==> run_1/io_placement.png <==
Pins as bars across the die edge, other pins in grey.
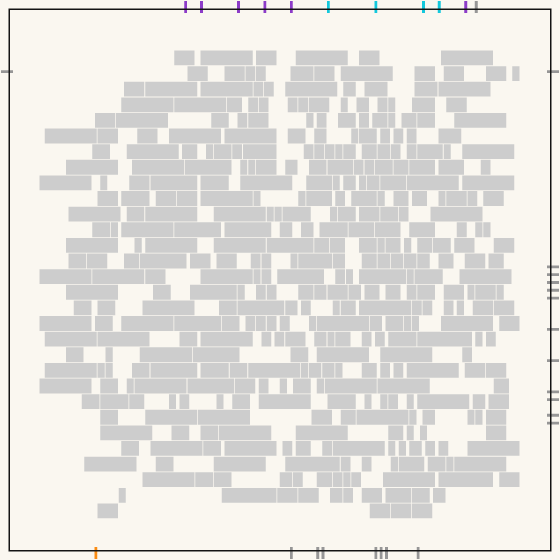
==> run_1/cell_density.png <==
9 x 9 tiles, from white (low) to dark blue (high), 0 to 100% covered.
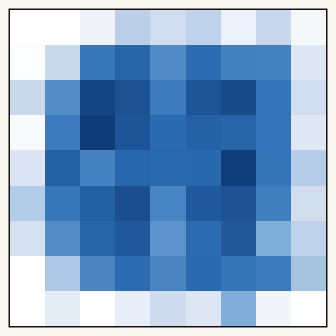
==> run_1/layer_met3.png <==
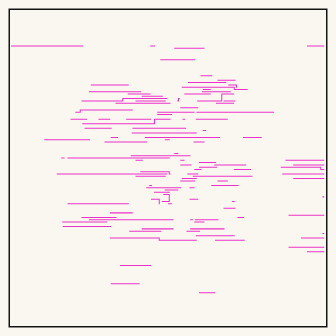
==> run_1/placement.png <==
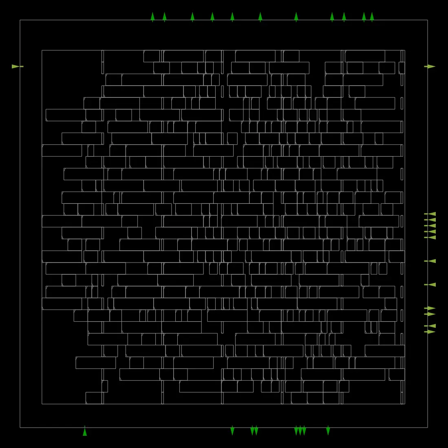
### src/rtl/card_dealer_if.sv
// Signal bundle between the game controller (master) and the card dealer (slave).
// Debug state mirror is carried alongside so checkers can bind without touching internals.
interface card_dealer_if;
    logic [5:0] seed;
    logic       shuffle;
    logic       draw_req;
    logic       card_valid;
    logic [3:0] card_rank;
    logic [5:0] card_index;
    logic       busy;
    logic       deck_empty;
    logic [5:0] cards_left;
    logic       draw_err;
    logic [1:0] dbg_state;

    modport master (
        output seed, shuffle, draw_req,
        input  card_valid, card_rank, card_index, busy, deck_empty, cards_left, draw_err,
        input  dbg_state
    );

    modport slave (
        input  seed, shuffle, draw_req,
        output card_valid, card_rank, card_index, busy, deck_empty, cards_left, draw_err,
        output dbg_state
    );
endinterface

### src/rtl/card_dealer.sv
// Shuffled 52-card deck: a seeded 6-bit LFSR proposes indices, a used-card bitmap
// rejects repeats, and each accepted draw returns one unique card with a valid pulse.
module card_dealer #(
    parameter int         DECK_SIZE = 52,
    parameter logic [5:0] LFSR_INIT = 6'h01
) (
    input logic         clk,
    input logic         rst,
    card_dealer_if.slave dif
);
    // Handshake: shuffle/draw_req are single-cycle request pulses with no back-pressure;
    // a draw_req seen while busy is dropped, card_valid/draw_err are single-cycle replies,
    // and card_rank/card_index hold their value until the next card_valid.
    typedef enum logic [1:0] {
        IDLE   = 2'd0,
        SEARCH = 2'd1
    } state_t;

    state_t               state;
    logic [5:0]           lfsr;
    logic [DECK_SIZE-1:0] used;
    logic [5:0]           cards_left;
    logic                 card_valid_r;
    logic                 draw_err_r;
    logic [3:0]           card_rank_r;
    logic [5:0]           card_index_r;

    logic [5:0]           lfsr_next;
    logic [5:0]           cand_idx;
    logic [63:0]          used_pad;
    logic                 cand_ok;
    logic [DECK_SIZE-1:0] hit_mask;
    logic [5:0]           rank_wide;
    logic [3:0]           cand_rank;

    assign lfsr_next = {lfsr[4:0], lfsr[5] ^ lfsr[4]};
    assign cand_idx  = lfsr - 6'd1;
    // Zero-padded view so candidates 52..62 index safely and read as "not free".
    assign used_pad  = 64'(used);
    assign cand_ok   = (cand_idx < 6'(DECK_SIZE)) && !used_pad[cand_idx];
    assign hit_mask  = DECK_SIZE'(64'd1 << cand_idx);

    // Rank = idx mod 13 + 1, done as a compare/subtract chain over the four suits.
    always_comb begin
        rank_wide = 6'd0;
        if (cand_idx < 6'd13)      rank_wide = cand_idx + 6'd1;
        else if (cand_idx < 6'd26) rank_wide = cand_idx - 6'd12;
        else if (cand_idx < 6'd39) rank_wide = cand_idx - 6'd25;
        else                       rank_wide = cand_idx - 6'd38;
        cand_rank = rank_wide[3:0];
    end

    always_ff @(posedge clk or posedge rst) begin
        if (rst) begin
            state        <= IDLE;
            lfsr         <= LFSR_INIT;
            used         <= '0;
            cards_left   <= 6'(DECK_SIZE);
            card_valid_r <= 1'b0;
            draw_err_r   <= 1'b0;
            card_rank_r  <= 4'd0;
            card_index_r <= 6'd0;
        end else begin
            card_valid_r <= 1'b0;
            draw_err_r   <= 1'b0;
            if (dif.shuffle) begin
                // Shuffle wins over everything, including a search already in flight.
                state      <= IDLE;
                used       <= '0;
                cards_left <= 6'(DECK_SIZE);
                lfsr       <= (dif.seed == 6'd0) ? LFSR_INIT : dif.seed;
            end else begin
                case (state)
                    IDLE: begin
                        if (dif.draw_req) begin
                            if (cards_left == 6'd0) draw_err_r <= 1'b1;
                            else                    state      <= SEARCH;
                        end
                    end
                    SEARCH: begin
                        lfsr <= lfsr_next;
                        if (cand_ok) begin
                            used         <= used | hit_mask;
                            card_index_r <= cand_idx;
                            card_rank_r  <= cand_rank;
                            cards_left   <= cards_left - 6'd1;
                            card_valid_r <= 1'b1;
                            state        <= IDLE;
                        end
                    end
                    default: state <= IDLE;
                endcase
            end
        end
    end

    assign dif.card_valid = card_valid_r;
    assign dif.card_rank  = card_rank_r;
    assign dif.card_index = card_index_r;
    assign dif.draw_err   = draw_err_r;
    assign dif.cards_left = cards_left;
    assign dif.deck_empty = (cards_left == 6'd0);
    assign dif.busy       = (state == SEARCH);
    assign dif.dbg_state  = state;
endmodule

### src/flat_wrapper.sv
// flat-port wrapper written by rule: the top's interface ports become plain ports
module card_dealer_flat 
#(
    parameter int         DECK_SIZE = 52,
    parameter logic [5:0] LFSR_INIT = 6'h01
)
  (clk, rst, dif_seed, dif_shuffle, dif_draw_req, dif_card_valid, dif_card_rank, dif_card_index, dif_busy, dif_deck_empty, dif_cards_left, dif_draw_err, dif_dbg_state);
  card_dealer_if dif_i ();
  input logic clk;
  input logic rst;
  input wire logic [$bits(dif_i.seed)-1:0] dif_seed;
  input wire logic [$bits(dif_i.shuffle)-1:0] dif_shuffle;
  input wire logic [$bits(dif_i.draw_req)-1:0] dif_draw_req;
  output wire logic [$bits(dif_i.card_valid)-1:0] dif_card_valid;
  output wire logic [$bits(dif_i.card_rank)-1:0] dif_card_rank;
  output wire logic [$bits(dif_i.card_index)-1:0] dif_card_index;
  output wire logic [$bits(dif_i.busy)-1:0] dif_busy;
  output wire logic [$bits(dif_i.deck_empty)-1:0] dif_deck_empty;
  output wire logic [$bits(dif_i.cards_left)-1:0] dif_cards_left;
  output wire logic [$bits(dif_i.draw_err)-1:0] dif_draw_err;
  output wire logic [$bits(dif_i.dbg_state)-1:0] dif_dbg_state;
  assign dif_i.seed = dif_seed;
  assign dif_i.shuffle = dif_shuffle;
  assign dif_i.draw_req = dif_draw_req;
  assign dif_card_valid = dif_i.card_valid;
  assign dif_card_rank = dif_i.card_rank;
  assign dif_card_index = dif_i.card_index;
  assign dif_busy = dif_i.busy;
  assign dif_deck_empty = dif_i.deck_empty;
  assign dif_cards_left = dif_i.cards_left;
  assign dif_draw_err = dif_i.draw_err;
  assign dif_dbg_state = dif_i.dbg_state;
  card_dealer #(.DECK_SIZE(DECK_SIZE), .LFSR_INIT(LFSR_INIT)) u_core (.clk(clk), .rst(rst), .dif(dif_i));
endmodule
### config.mk
export PLATFORM = sky130hd
export DESIGN_NAME = card_dealer_flat
export DESIGN_NICKNAME = d
export VERILOG_FILES = /design/src/rtl/card_dealer_if.sv /design/src/rtl/card_dealer.sv /design/src/flat_wrapper.sv
export SDC_FILE = /design/constraint.sdc
export NUM_CORES = 1
export LEC_CHECK = 0
export CAP_MARGIN = 15
export CORE_MARGIN = 5
export CORE_UTILIZATION = 58
export CTS_CLUSTER_DIAMETER = 80
export DETAILED_ROUTE_END_ITERATION = 6
export PLACE_DENSITY = 0.79
export SLEW_MARGIN = 20
export SYNTH_ARGS = -nofsm -noshare
export SYNTH_HDL_FRONTEND = slang
export SYNTH_SLANG_ARGS = --single-unit
### constraint.sdc
create_clock -name clk -period 5.5 [get_ports clk]
set_clock_uncertainty 0.15 [all_clocks]
set_input_delay 0.825 -clock clk [delete_from_list [all_inputs] [get_ports clk]]
set_output_delay 0.825 -clock clk [all_outputs]
set_load 0.1 [all_outputs]
==> results.txt, run 1 <==
Implementation numbers.

- The final antenna diode tally reported by the flow is 0.
- The worst vdd rail ir drop is 216 uV.
- The synthesized area per cell is 10.8 um^2.
- The flow ran to the end, and the final reports show no timing, DRC or antenna violations.
- The cell area reported after detailed placement is 0.00443 mm^2.
- At the pin with the least slew margin, the transition time is 1.04 ns.
- The ratio of cells with drive above 1 in the final layout is 11.7%.
- The routed wire length per instance is 20.5 um.
- The ratio of routed vias to standard cells is 6.72.
- The yosys-reported design area after synthesis is 0.00410 mm^2.
- The placer congestion estimate is 0.957.
- Ranked by flip-flop count, first place goes to u_core.used.
- TritonCTS built the clock tree.
- The total number of warnings across the stage logs is 35.
- The number of antenna violations at the first check in global routing is 0.
- The final count of hold timing violations is 0.
- The post-synthesis simple-gate area fraction is 11.7%.
- In this run, flip-flops and latches consume 35.7% of the power.
- After layout, the buffer instance count without clock buffers stands at 38.
- The net count entering floorplan is 402.
- The area of the die is 0.00884 mm^2.
- The number of ports placed on the die boundary is 32.
- The report lists the cells along the critical path as inv_1 > ha_1 > ha_1 > inv_1 > nor4_1 > a211oi_1 > a311o_1 > a41oi_2 > and2_1 > mux2_2.
- The mapped netlist covers 0.00410 mm^2.
- The number of buffers inserted during clock tree synthesis is 9.
- According to the finish report, the design has a final net count of 419.
- The biggest cell category by area in the final layout is logic gates.
- The number of search-and-repair iterations in the first detailed-routing pass is 5.
- Summed over the clock group, the power is 0.000377 W.
- The sequential cell count is 77.
- The area taken by multi-input combinational cells is reported as 0.00197 mm^2.
- In this run the layout overhead on the synthesized area is reported as 12.3%.
- The share of total power dissipated in the clock network is 19.6%.
- After clock tree synthesis, the flow added hold-fix buffers numbering 0.
- The number of synthesized register bits is 77.
- The switching portion of total power comes to 47.0%.
- Per the synthesis report, the dominant area consumer among library cells is sky130_fd_sc_hd__dfrtp_1.
- The number of placed instances, taps included, is 481.
- Summing the areas of all fa, ha and maj instances in the mapped netlist gives 3.97% of the synthesized area.
- The routed length on met2 is 4.80 mm.
- Final hold analysis gives a worst-case slack of 0.343 ns.
- The first routing iteration left 314 violations.
- The cell with the largest stage delay on the worst path is sky130_fd_sc_hd__dfstp_2.
- The sequential power reported by the tool is 0.000684 W.
- After synthesis, the most frequently instantiated cells are sky130_fd_sc_hd__dfrtp_1, sky130_fd_sc_hd__nand2_1, sky130_fd_sc_hd__o2bb2ai_1.
- The half-perimeter wire length of the detailed placement result is 6.84 mm.
- The most common flop cell mapped by yosys is sky130_fd_sc_hd__dfrtp_1.
- Adding up every negative setup slack in the final design gives 0 ns.
- The count of antenna-violating nets left after detailed routing is 0.
- The final total power is 0.00192 W.
- The summed area of non-filler cells in the final layout is 0.00460 mm^2.
- The cell resize tally after clock tree synthesis is 0.
- Per STA, the worst path accumulates the most delay in the family adder cells.
- The number of cells on the worst reg-to-reg path is 10.
- The beginning of the worst hold path is u_core.used[39].
- The cell count after synthesis came out at 379.
- The TritonCTS sink count is 77.
- The part of the power in combinational logic is 44.7%.
- The met2 layer usage reported by global route is 36.4%.
- The top cell type by instance count after synthesis is sky130_fd_sc_hd__dfrtp_1.
- Per the final report, max-transition violations number 0.
- At the worst endpoint, the required time is 5.60 ns.
- In this run the worst hold path is classified as reg -> reg.
- The worst-case max-slew headroom was logged as 29.7%.
- The xor/xnor share of the synthesized area is 1.28%.
- The layout contains a multi-input combinational cell count of 256.
- The post-synthesis cell count from yosys is 379.
- The yosys warning tally is 0.
- The internal power is 0.00102 W.
- The sequential cell area is 0.00193 mm^2.
- The worst reg-to-reg setup slack is 0.89 ns.
- Setup repair after global routing left no endpoint under its margin.
- The capturing element type of the critical path is a flop.
- The total number of H-tree levels is 3.
- The path with the worst hold slack has its endpoint at u_core.used[39].
- The number of enable flip-flop cells is 0.
- Across every metal layer, demand over resource in global routing totals 24.2%.
- The final-layout clock-cell area share is 3.65%.
- Global routing consumed, on the met1 layer, 33.4% of the routing resources.
-- io_placement.png (at the start) --
| colour | port | pins | direction | edge |
|---|---|---|---|---|
| cyan | `dif_card_rank` | 4 | output | top |
| purple | `dif_card_index` | 6 | output | top |
| orange | `rst` | 1 | input | bottom |
all pins by edge: 12 right, 11 top, 8 bottom, 1 left
die boundary width: 94.0 um
Port Buf Inserts: 30
Die Y-Extent: 94.0 um

-- cell_density.png (at the start) --
tiles over 75% full: 32%
fullest tile: 95%
nearly empty tiles: 8.6%
densest ninth of the die: middle
Final Core Density: 67.3%
FP Util: 59.9%
core region area: 0.00683 mm^2

-- layer_met3.png (at the start) --
share of all routed wire: 9.1%
wire length on this layer: 923 um
main direction: horizontal
nets with wire on the layer: 69
Final Routed Wirelength: 10.2 mm
global routing met3 resource utilization: 6.41%

-- placement.png (at the start) --
Filler cells: 529
final std cells w/o fill: 497

==> run_1/clk_routes.png <==
Scale bar: 20 um.
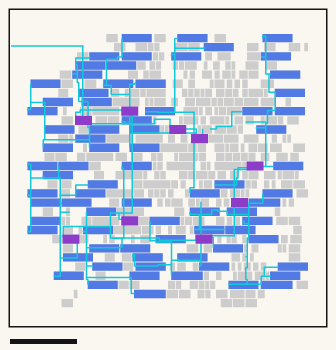

==> run 2, diff against run 1 <==
--- a/config.mk
+++ b/config.mk
@@ -7,10 +7,10 @@
 export LEC_CHECK = 0
 export CAP_MARGIN = 15
 export CORE_MARGIN = 5
-export CORE_UTILIZATION = 58
+export CORE_UTILIZATION = 53
 export CTS_CLUSTER_DIAMETER = 80
 export DETAILED_ROUTE_END_ITERATION = 6
-export PLACE_DENSITY = 0.79
+export PLACE_DENSITY = 0.76
 export SLEW_MARGIN = 20
 export SYNTH_ARGS = -nofsm -noshare
 export SYNTH_HDL_FRONTEND = slang
==> constraint.sdc (replaced) <==
create_clock -name clk -period 4.05 [get_ports clk]
set_clock_uncertainty 0.15 [all_clocks]
set_input_delay 0.6075 -clock clk [delete_from_list [all_inputs] [get_ports clk]]
set_output_delay 0.6075 -clock clk [all_outputs]
set_load 0.1 [all_outputs]
==> run_2/clk_routes.png <==
Scale bar: 20 um.
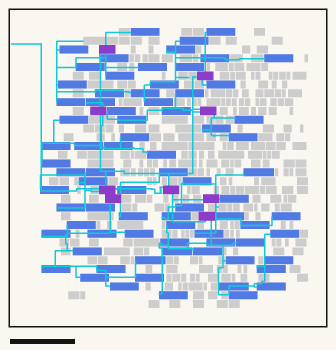
[cyan] clock wires | length: 983 um
[blue] flip-flops | count: 77
[purple] clock drivers | count: 9
routed clock nets: 10
power in the clock group: 0.000590 W
Insertion Delay late pin: 0.35 ns

==> run_2/cell_density.png <==
10 x 10 tiles, from white (low) to dark blue (high), 0 to 100% covered.
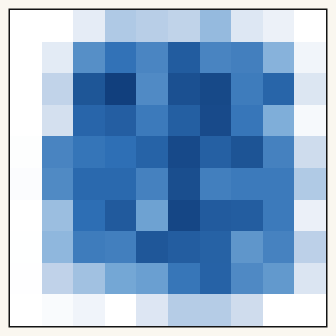
mean over tiles: 48%
densest ninth of the die: middle
nearly empty tiles: 15%
fullest tile: 94%
tiles over 75% full: 25%
core region area: 0.00761 mm^2
FP Util: 53.8%

==> run 2 against run 1 <==
  * Maximum frequency grew 22%
  * Core utilization is 5.4 points lower
  * Final area is 2.5% higher
  * Critical endpoint is now u_core.dif.card_rank[0]
==> results.txt, run 2 <==
Implementation numbers.

- The flow ran to the end, and the final reports show no timing, DRC or antenna violations.
- Ranked by instance count, the synthesized netlist is headed by sky130_fd_sc_hd__dfrtp_1, sky130_fd_sc_hd__nand2_1, sky130_fd_sc_hd__o2bb2ai_1.
- On met2, the global router reports a usage of 34.7%.
- Across all stage logs, warnings added up to 35.
- The part of the power in registers is 33.7%.
- The tightest hold path in the finished design has a slack of 0.338 ns.
- The number of cells in the design after placement is 497.
- The biggest cell category by area in the final layout is logic gates.
- Global routing consumed, over all layers together, 22.2% of the routing resources.
- For the worst flop-to-flop path, the logic depth is 8.
- The layout report lists the combined flip-flop and latch area as 0.00193 mm^2.
- The global routing report lists met3 layer usage as 3.50%.
- For reference, the final report shows the hold violation count at 0.
- The number of antenna violations at the first check in global routing is 0.
- Leaving out the clock tree, the finished layout contains a buffer count of 48.
- There are 77 flip-flops and latches.
- Summed over all failing endpoints, the final setup total negative slack is 0 ns.
- Dividing the synthesized area by the synthesized cell count gives 10.8 um^2.
- Listed in order, past its start point the critical path passes inv_1 > ha_1 > mux4_2 > mux4_2 > a311o_1 > a41oi_2 > and2_1 > mux2_1.
- According to the cell report, the number of logic gates is 256.
- The switching part of the total is 46.1%.
- The post-synthesis cell count from yosys is 379.
- The TritonCTS sink count is 77.
- The cell resize tally after clock tree synthesis is 0.
- In the final layout, the multi-input gates occupy 0.00197 mm^2.
- The CTS report gives the tree buffer count as 9.
- The detailed router reports a met2 wire length of 4.95 mm.
- The analysis reports a worst IR drop on VDD of 399 uV.
- The library cell occupying the most area in the post-synthesis netlist is sky130_fd_sc_hd__dfrtp_1.
- The number of nets handed over by synthesis was 402.
- Across all register-to-register paths, the minimum setup slack is 0.26 ns.
- The total number of H-tree levels is 3.
- The number of ports placed on the die boundary is 32.
- The most used flip-flop cell after synthesis is sky130_fd_sc_hd__dfrtp_1.
- In the hold report, the worst path ends at u_core.used[38].
- The final net count is 429.
- In this run the cell area measured after placement is 0.00451 mm^2.
- Measured on the final layout, the clock distribution area share stands at 4.22%.
- The die extent in x is 97.9 um.
Power and IR drop assume default switching activity.
